$ cat src/rtl/count_evt_pkg.sv
// Shared encodings and widths for the counter event logger.
// Latency: n/a (types and constants only).
// Backpressure: n/a.
//
// Contents: event type codes, event/stamp widths, and the packed FIFO entry type.
package count_evt_pkg;

  localparam int EVT_W   = 2;
  localparam int STAMP_W = 8;

  // Event type codes; EVT_NONE is never written into the FIFO.
  localparam logic [EVT_W-1:0] EVT_NONE      = 2'b00;
  localparam logic [EVT_W-1:0] EVT_WRAP_UP   = 2'b01;
  localparam logic [EVT_W-1:0] EVT_WRAP_DOWN = 2'b10;
  localparam logic [EVT_W-1:0] EVT_JUMP      = 2'b11;

  // One FIFO entry: event type in the upper bits, timestamp below.
  typedef struct packed {
    logic [EVT_W-1:0]   typ;
    logic [STAMP_W-1:0] stamp;
  } evt_t;

endpackage

$ cat src/rtl/count_evt_fifo.sv
// Show-ahead FIFO holding logged events; head data is combinational from storage.
// Latency: a push is visible at the head the cycle after the push edge.
// Backpressure: push when full is accepted only alongside a pop; otherwise ignored.
//
// Ports:
//   clk, rst            clock and synchronous active-high reset (flushes contents)
//   push, push_dat      write request and data
//   pop                 read request (ignored when empty)
//   head_dat            head entry, forced to 0 when empty
//   full, empty, level  occupancy status
module count_evt_fifo #(
  parameter int WIDTH = 10,
  parameter int DEPTH = 4,
  localparam int AW = $clog2(DEPTH)
) (
  input  logic             clk,
  input  logic             rst,
  input  logic             push,
  input  logic [WIDTH-1:0] push_dat,
  input  logic             pop,
  output logic [WIDTH-1:0] head_dat,
  output logic             full,
  output logic             empty,
  output logic [AW:0]      level
);

  logic [WIDTH-1:0] mem [DEPTH];
  logic [AW-1:0]    wr_ptr;
  logic [AW-1:0]    rd_ptr;
  logic [AW:0]      count;
  logic             pop_ok;
  logic             push_ok;

  assign empty   = (count == '0);
  assign full    = (count == (AW+1)'(DEPTH));
  assign level   = count;
  assign pop_ok  = pop && !empty;
  // A full FIFO frees the head slot on a pop in the same edge, so the write can land.
  assign push_ok = push && (!full || pop_ok);

  assign head_dat = empty ? '0 : mem[rd_ptr];

  always_ff @(posedge clk) begin
    if (rst) begin
      wr_ptr <= '0;
      rd_ptr <= '0;
      count  <= '0;
    end else begin
      if (push_ok) wr_ptr <= wr_ptr + AW'(1);
      if (pop_ok)  rd_ptr <= rd_ptr + AW'(1);
      case ({push_ok, pop_ok})
        2'b10:   count <= count + (AW+1)'(1);
        2'b01:   count <= count - (AW+1)'(1);
        default: count <= count;
      endcase
    end
  end

  // Storage needs no reset: unread slots are masked by the empty check.
  always_ff @(posedge clk) begin
    if (!rst && push_ok) mem[wr_ptr] <= push_dat;
  end

endmodule

$ cat src/rtl/count_event_logger.sv
// Watches an upstream counter and logs wrap/jump events with a cycle timestamp.
// Latency: event at edge N is at the FIFO head (evt_valid) after edge N when it was empty.
// Backpressure: evt_valid/evt_ready; events arriving while full are dropped, sticky overflow.
//
// Ports:
//   clk, rst               clock and synchronous active-high reset
//   cnt_in, cnt_mode       observed counter value and its direction (1 = up)
//   log_en                 0 discards detected events
//   evt_valid, evt_ready   head handshake
//   evt_type, evt_stamp    head entry (0 when evt_valid=0)
//   overflow               sticky drop flag, cleared by reset only
//   level                  FIFO occupancy
module count_event_logger
  import count_evt_pkg::*;
#(
  parameter int CNT_W = 4,
  parameter int DEPTH = 4
) (
  input  logic                     clk,
  input  logic                     rst,
  input  logic [CNT_W-1:0]         cnt_in,
  input  logic                     cnt_mode,
  input  logic                     log_en,
  output logic                     evt_valid,
  input  logic                     evt_ready,
  output logic [EVT_W-1:0]         evt_type,
  output logic [STAMP_W-1:0]       evt_stamp,
  output logic                     overflow,
  output logic [$clog2(DEPTH):0]   level
);

  localparam logic [CNT_W-1:0] CNT_MAX = '1;

  logic [CNT_W-1:0]   prev_cnt;
  logic               prev_vld;
  logic [STAMP_W-1:0] stamp;
  logic               ovf;

  logic [EVT_W-1:0]   evt_kind;
  logic               is_hold;
  logic               is_step;
  logic               push;
  logic               pop;
  logic               full;
  logic               empty;
  evt_t               push_dat;
  evt_t               head;

  // Classify the transition prev_cnt -> cnt_in. Wraps are checked before the
  // generic step test because an up-wrap is also a +1 step modulo 2^CNT_W.
  always_comb begin
    evt_kind = EVT_NONE;
    is_hold  = (cnt_in == prev_cnt);
    is_step  = cnt_mode ? (cnt_in == prev_cnt + CNT_W'(1))
                        : (cnt_in == prev_cnt - CNT_W'(1));
    if (cnt_mode && prev_cnt == CNT_MAX && cnt_in == '0)
      evt_kind = EVT_WRAP_UP;
    else if (!cnt_mode && prev_cnt == '0 && cnt_in == CNT_MAX)
      evt_kind = EVT_WRAP_DOWN;
    else if (!is_hold && !is_step)
      evt_kind = EVT_JUMP;
  end

  // prev_vld gates detection so the first sample after reset never compares
  // against a stale prev_cnt.
  assign push           = !rst && prev_vld && log_en && (evt_kind != EVT_NONE);
  assign push_dat.typ   = evt_kind;
  assign push_dat.stamp = stamp;
  assign pop            = evt_valid && evt_ready;

  always_ff @(posedge clk) begin
    prev_cnt <= cnt_in;
    if (rst) begin
      prev_vld <= 1'b0;
      stamp    <= '0;
      ovf      <= 1'b0;
    end else begin
      prev_vld <= 1'b1;
      stamp    <= stamp + STAMP_W'(1);
      if (push && full && !pop) ovf <= 1'b1;
    end
  end

  count_evt_fifo #(
    .WIDTH ($bits(evt_t)),
    .DEPTH (DEPTH)
  ) u_fifo (
    .clk      (clk),
    .rst      (rst),
    .push     (push),
    .push_dat (push_dat),
    .pop      (pop),
    .head_dat (head),
    .full     (full),
    .empty    (empty),
    .level    (level)
  );

  // head is already zero when empty, so type/stamp read 0 while not valid.
  assign evt_valid = !empty;
  assign evt_type  = head.typ;
  assign evt_stamp = head.stamp;
  assign overflow  = ovf;

endmodule

$ cat config.mk
export PLATFORM = sky130hd
export DESIGN_NAME = count_event_logger
export DESIGN_NICKNAME = d
export VERILOG_FILES = /design/src/rtl/count_evt_pkg.sv /design/src/rtl/count_evt_fifo.sv /design/src/rtl/count_event_logger.sv
export SDC_FILE = /design/constraint.sdc
export NUM_CORES = 1
export LEC_CHECK = 0
export ABC_AREA = 1
export CAP_MARGIN = 20
export CORE_UTILIZATION = 61
export DETAILED_ROUTE_END_ITERATION = 10
export PLACE_DENSITY = 0.84
export SYNTH_ARGS = -nofsm -noshare
export SYNTH_HDL_FRONTEND = slang
export SYNTH_SLANG_ARGS = --single-unit
$ cat constraint.sdc
create_clock -name clk -period 4.6 [get_ports clk]
set_input_delay 0.92 -clock clk [delete_from_list [all_inputs] [get_ports clk]]
set_output_delay 0.92 -clock clk [all_outputs]
set_load 0.01 [all_outputs]
==> results.yml, run 1 <==
# flow metrics
final_timing:
  rsz_0062_raised_after_global_routing: "no"
  finalSetupViolations: 0
  max_freq_mhz: 271
  report.final.hold_viol_count: 0
  tns_ns: 0
  setup_ws_ns: 0.904
  timing.final.crit_share: 0.803
  timing.final.max_slew_violations: 0
  fin_crit_ns: 3.70
  hold-worst-slack_ns: 0.451
synth:
  post_synth_instance_area_um2: 2790
  synth.cells.most_frequent: "sky130_fd_sc_hd__nor2_1 (60), sky130_fd_sc_hd__edfxtp_1 (40), sky130_fd_sc_hd__inv_1 (35), sky130_fd_sc_hd__o21ai_0 (28), sky130_fd_sc_hd__nand2_1 (27)"
  syn_area_per_cell_um2: 9.61
  synth-simple-area-share: 0.189
  yosysSeqAreaShare: 0.596
  post_synth_mux_area_share: 0
  netlist-cell-type-count: 27
  post_synth_main_logic_family: "simple AND/OR/NAND/NOR gates"
  post_synth_ao_oa_area_fraction: 0.0947
  xor_share: 0.00943
  yosys_warnings: 0
worst_setup_path:
  cp-end-kind: "flop"
  timing.critical_path.from_type: "primary input"
  worstSetupPathDepth: 19
  crit_slowest_cell: "sky130_fd_sc_hd__clkdlybuf4s50_1"
  worst_ep_required_time_ns: 4.81
  highest_cell_delay_on_the_worst_timing_path_ns: 0.51
  critPathTopFamily: "adder cells"
  crit_path_end: "u_fifo.level[2]"
  startpoint: "cnt_mode"
  worstSetupPathType: "primary input to flop"
  timing.reg2reg.setup_slack_ns: 1.80
  worstPathCellList: "clkdlybuf4s50_1, inv_1, fa_1, inv_1, nand2_1, nand3_1, nand2_1, nor2_2, nand3_2, nand2_2, nand3_2, nand3_4, ha_1, inv_1, fa_1, a21oi_1, o21ai_0, o21ai_0, a21oi_1"
  reg2regPathDepth: 17
  worst_r2r_endpoint: "u_fifo.level[2]"
floorplan:
  total_die_size_um2: 4840
  fp-utilization: 0.636
  fp.dieH_um: 69.6
  top_level_ports: 24
  die_w_um: 69.6
  tapcell.inserted: 52
routing:
  routedWlPerCell_um: 13.4
  ant_nets: 0
  highest_layer: "met4"
  detail_route.wirelength_um: 5080
  viasPerCell: 5.27
  wirelength_met1_um: 2320
  wl_met3_um: 266
  drt_pre_antenna_iters: 4
  drt-initial-drc-count: 115
  drc: 0
clock_network:
  cts_root_buffer: "sky130_fd_sc_hd__clkbuf_8"
  h-tree-depth: 3
  clk-insertion-delay-late_ns: 0.33
  cts_hold_repair.buffers: 0
  tritoncts_buffers: 9
  clk_pin_slew_worst_paths_ns: 0.07
  cts_tree: "built"
  cts_num_sinks: 63
power:
  power_frac_comb: 0.181
  total_power_consumption_mw: 1.25
  powerComb_uw: 226
  power_frac_seq: 0.511
final_layout:
  area_share_clock_buf_inv: 0.0470
  nMultiInputCombCells: 182
  nFillCells: 318
  final_layout_size_suffix_gt1_frac: 0.0826
  logic_area_um2: 956
  synthToLayoutAreaGrowth_pct: 16.5
  sh_seq_area: 0.512
  top_layout_cell: "sky130_fd_sc_hd__nor2_1"
  bufAreaShareNonClock: 0.0825
  diodes_inserted: 0
  final_std_cell_area_no_fill_um2: 3250
  seq_area_um2: 1660
  number_of_cells_in_the_finished_layout_apart_from_fillers: 379
  final_net_count: 341
grt:
  grtUsageMet2: 0.385
  grt_pass1_wl_um: 8550
  antenna_found_initial: 0
  groute.usage.overall: 0.231
min_path:
  worstHoldPathType: "flop to flop"
  hold_path_end: "overflow"
outcome:
  status: "finished clean"
place:
  total_placed_instance_area_um2: 3090
  hpwlAfterDp_um: 3410
  globalplace.congestion: 0.901
  dpl_worst_slack_ns: 0.609
flow_run:
  warning_count: 29
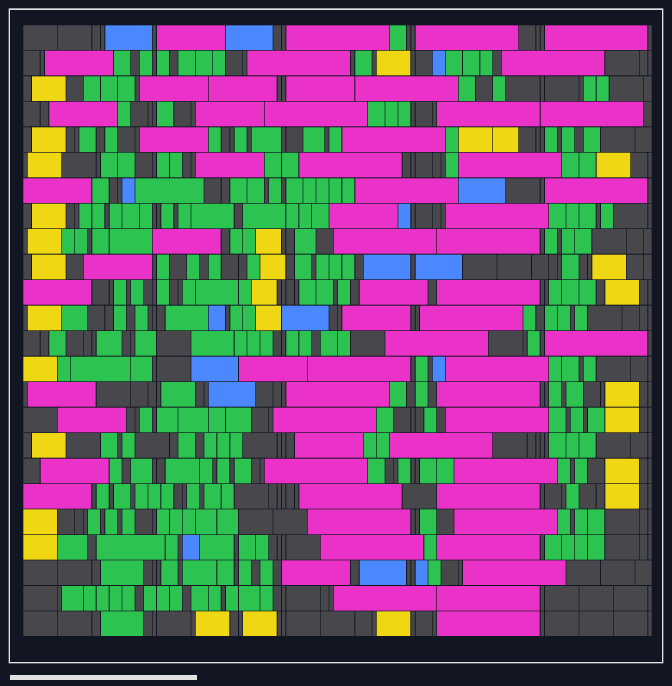
Fig. 1. Cells colored by class (run 1).
Scale bar: 20 µm. Fill, decap, tap and diode cells in gray.
Key: green = combinational and other logic [cells 220]; yellow = other buffers and delay cells [cells 28]; blue = clock drivers and dummy loads [cells 16]; magenta = flops [cells 63]

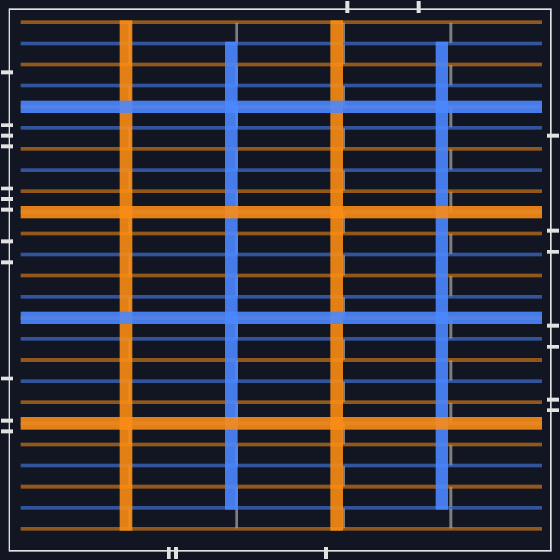
Fig. 2. Floorplan with the power grid (run 1).
Pins as bars on the die edge. Tap cells in gray.
Key: blue = VDD; orange = VSS
4 straps on met4. 52 tap cells. 24 signal pins sit on the boundary. 25 met1 rails follow the rows. The core has 24 rows.

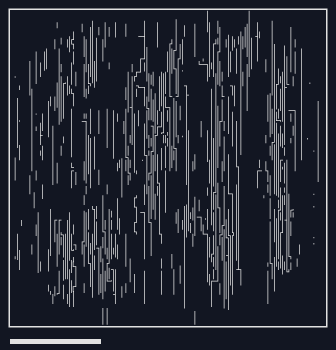
Fig. 3. Signal wires on met2 (run 1).
Scale bar: 20 µm.
The longest straight run is 29.9 µm. The layer carries 2430 µm of wire. 255 nets have wire on it. The layer holds 48% of the routed length.

Fig. 4: run 1, cell placement
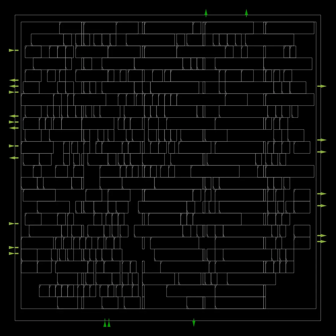

==> inputs of run 2 (changes only) <==
CORE_UTILIZATION = 51   (was 61)
PLACE_DENSITY = 0.75   (was 0.84)
clock period = 3.3 ns   (was 4.6 ns; I/O delays follow)
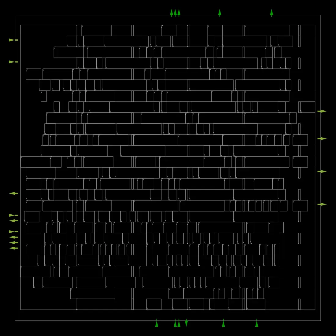
Fig. 5. Cell placement (run 2).
number of cells in the finished layout apart from fillers: 405
inserted tap cell count: 70

==> run 2 against run 1 <==
Effect of this change:
- area after synthesis stayed put
- register-to-register slack worse by 1.1 ns
- sequential share of layout area is 2.3 points lower
- first-iteration DRC count is 14% lower
- critical path depth is 14 lower
- clock skew is 0.0031 ns lower
- count of clock-buffer cells in the layout is 1 lower
- global-route usage is 3.0 points lower
- cell count is 6.9% higher
- critical endpoint is now evt_stamp[1]
- power is 56% higher
- wire length is 7.3% higher
==> results.yml, run 2 <==
# flow metrics
outcome:
  status: "finished clean"
final_timing:
  rsz_0062_raised_after_global_routing: "no"
  timing.final.max_slew_violations: 0
  fin_crit_ns: 3.09
  report.final.hold_viol_count: 0
  hold-worst-slack_ns: 0.454
  setup_ws_ns: 0.213
final_layout:
  nMultiInputCombCells: 182
  synthToLayoutAreaGrowth_pct: 22.0
  logic_area_um2: 961
  bufAreaShareNonClock: 0.0972
  seq_area_um2: 1660
  diodes_inserted: 0
  final_net_count: 349
  nFillCells: 420
  sh_seq_area: 0.489
worst_setup_path:
  timing.critical_path.from_type: "flop"
  cp-end-kind: "output port"
  critPathTopFamily: "buffers and inverters"
  highest_cell_delay_on_the_worst_timing_path_ns: 0.60
  crit_slowest_cell: "sky130_fd_sc_hd__dfxtp_1"
  timing.reg2reg.setup_slack_ns: 0.66
  crit_path_end: "evt_stamp[1]"
routing:
  drt_pre_antenna_iters: 5
  viasPerCell: 5.11
  wl_met3_um: 227
  wirelength_met1_um: 2480
  ant_nets: 0
  highest_layer: "met4"
  detail_route.wirelength_um: 5450
  drt-initial-drc-count: 99
power:
  powerComb_uw: 338
  power_frac_seq: 0.455
synth:
  post_synth_mux_area_share: 0
  yosysSeqAreaShare: 0.596
  xor_share: 0.00943
  synth-simple-area-share: 0.189
  syn_area_per_cell_um2: 9.61
grt:
  grtUsageMet2: 0.330
  antenna_found_initial: 0
  grt_pass1_wl_um: 8850
clock_network:
  tritoncts_buffers: 9
  cts_hold_repair.buffers: 0
  cts_num_sinks: 63
  clk-insertion-delay-late_ns: 0.33
  cts_root_buffer: "sky130_fd_sc_hd__clkbuf_8"
  cts_tree: "built"
flow_run:
  warning_count: 29
place:
  globalplace.congestion: 0.795
floorplan:
  top_level_ports: 24
  die_w_um: 75.9
  fp.dieH_um: 75.9
min_path:
  worstHoldPathType: "flop to flop"
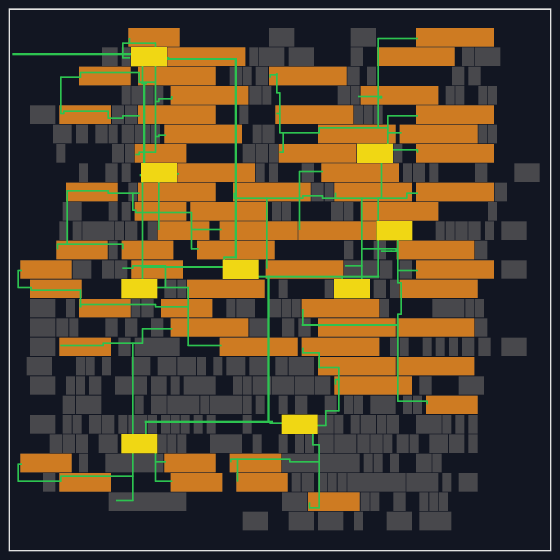
Fig. 6. Clock distribution (run 2).
Key: yellow = clock drivers [count 9]; orange = flip-flops [count 63]; green = clock wires [length 700 µm]
There are 10 routed clock nets. Position of the flops: widely spread.

Power and IR drop assume default switching activity.
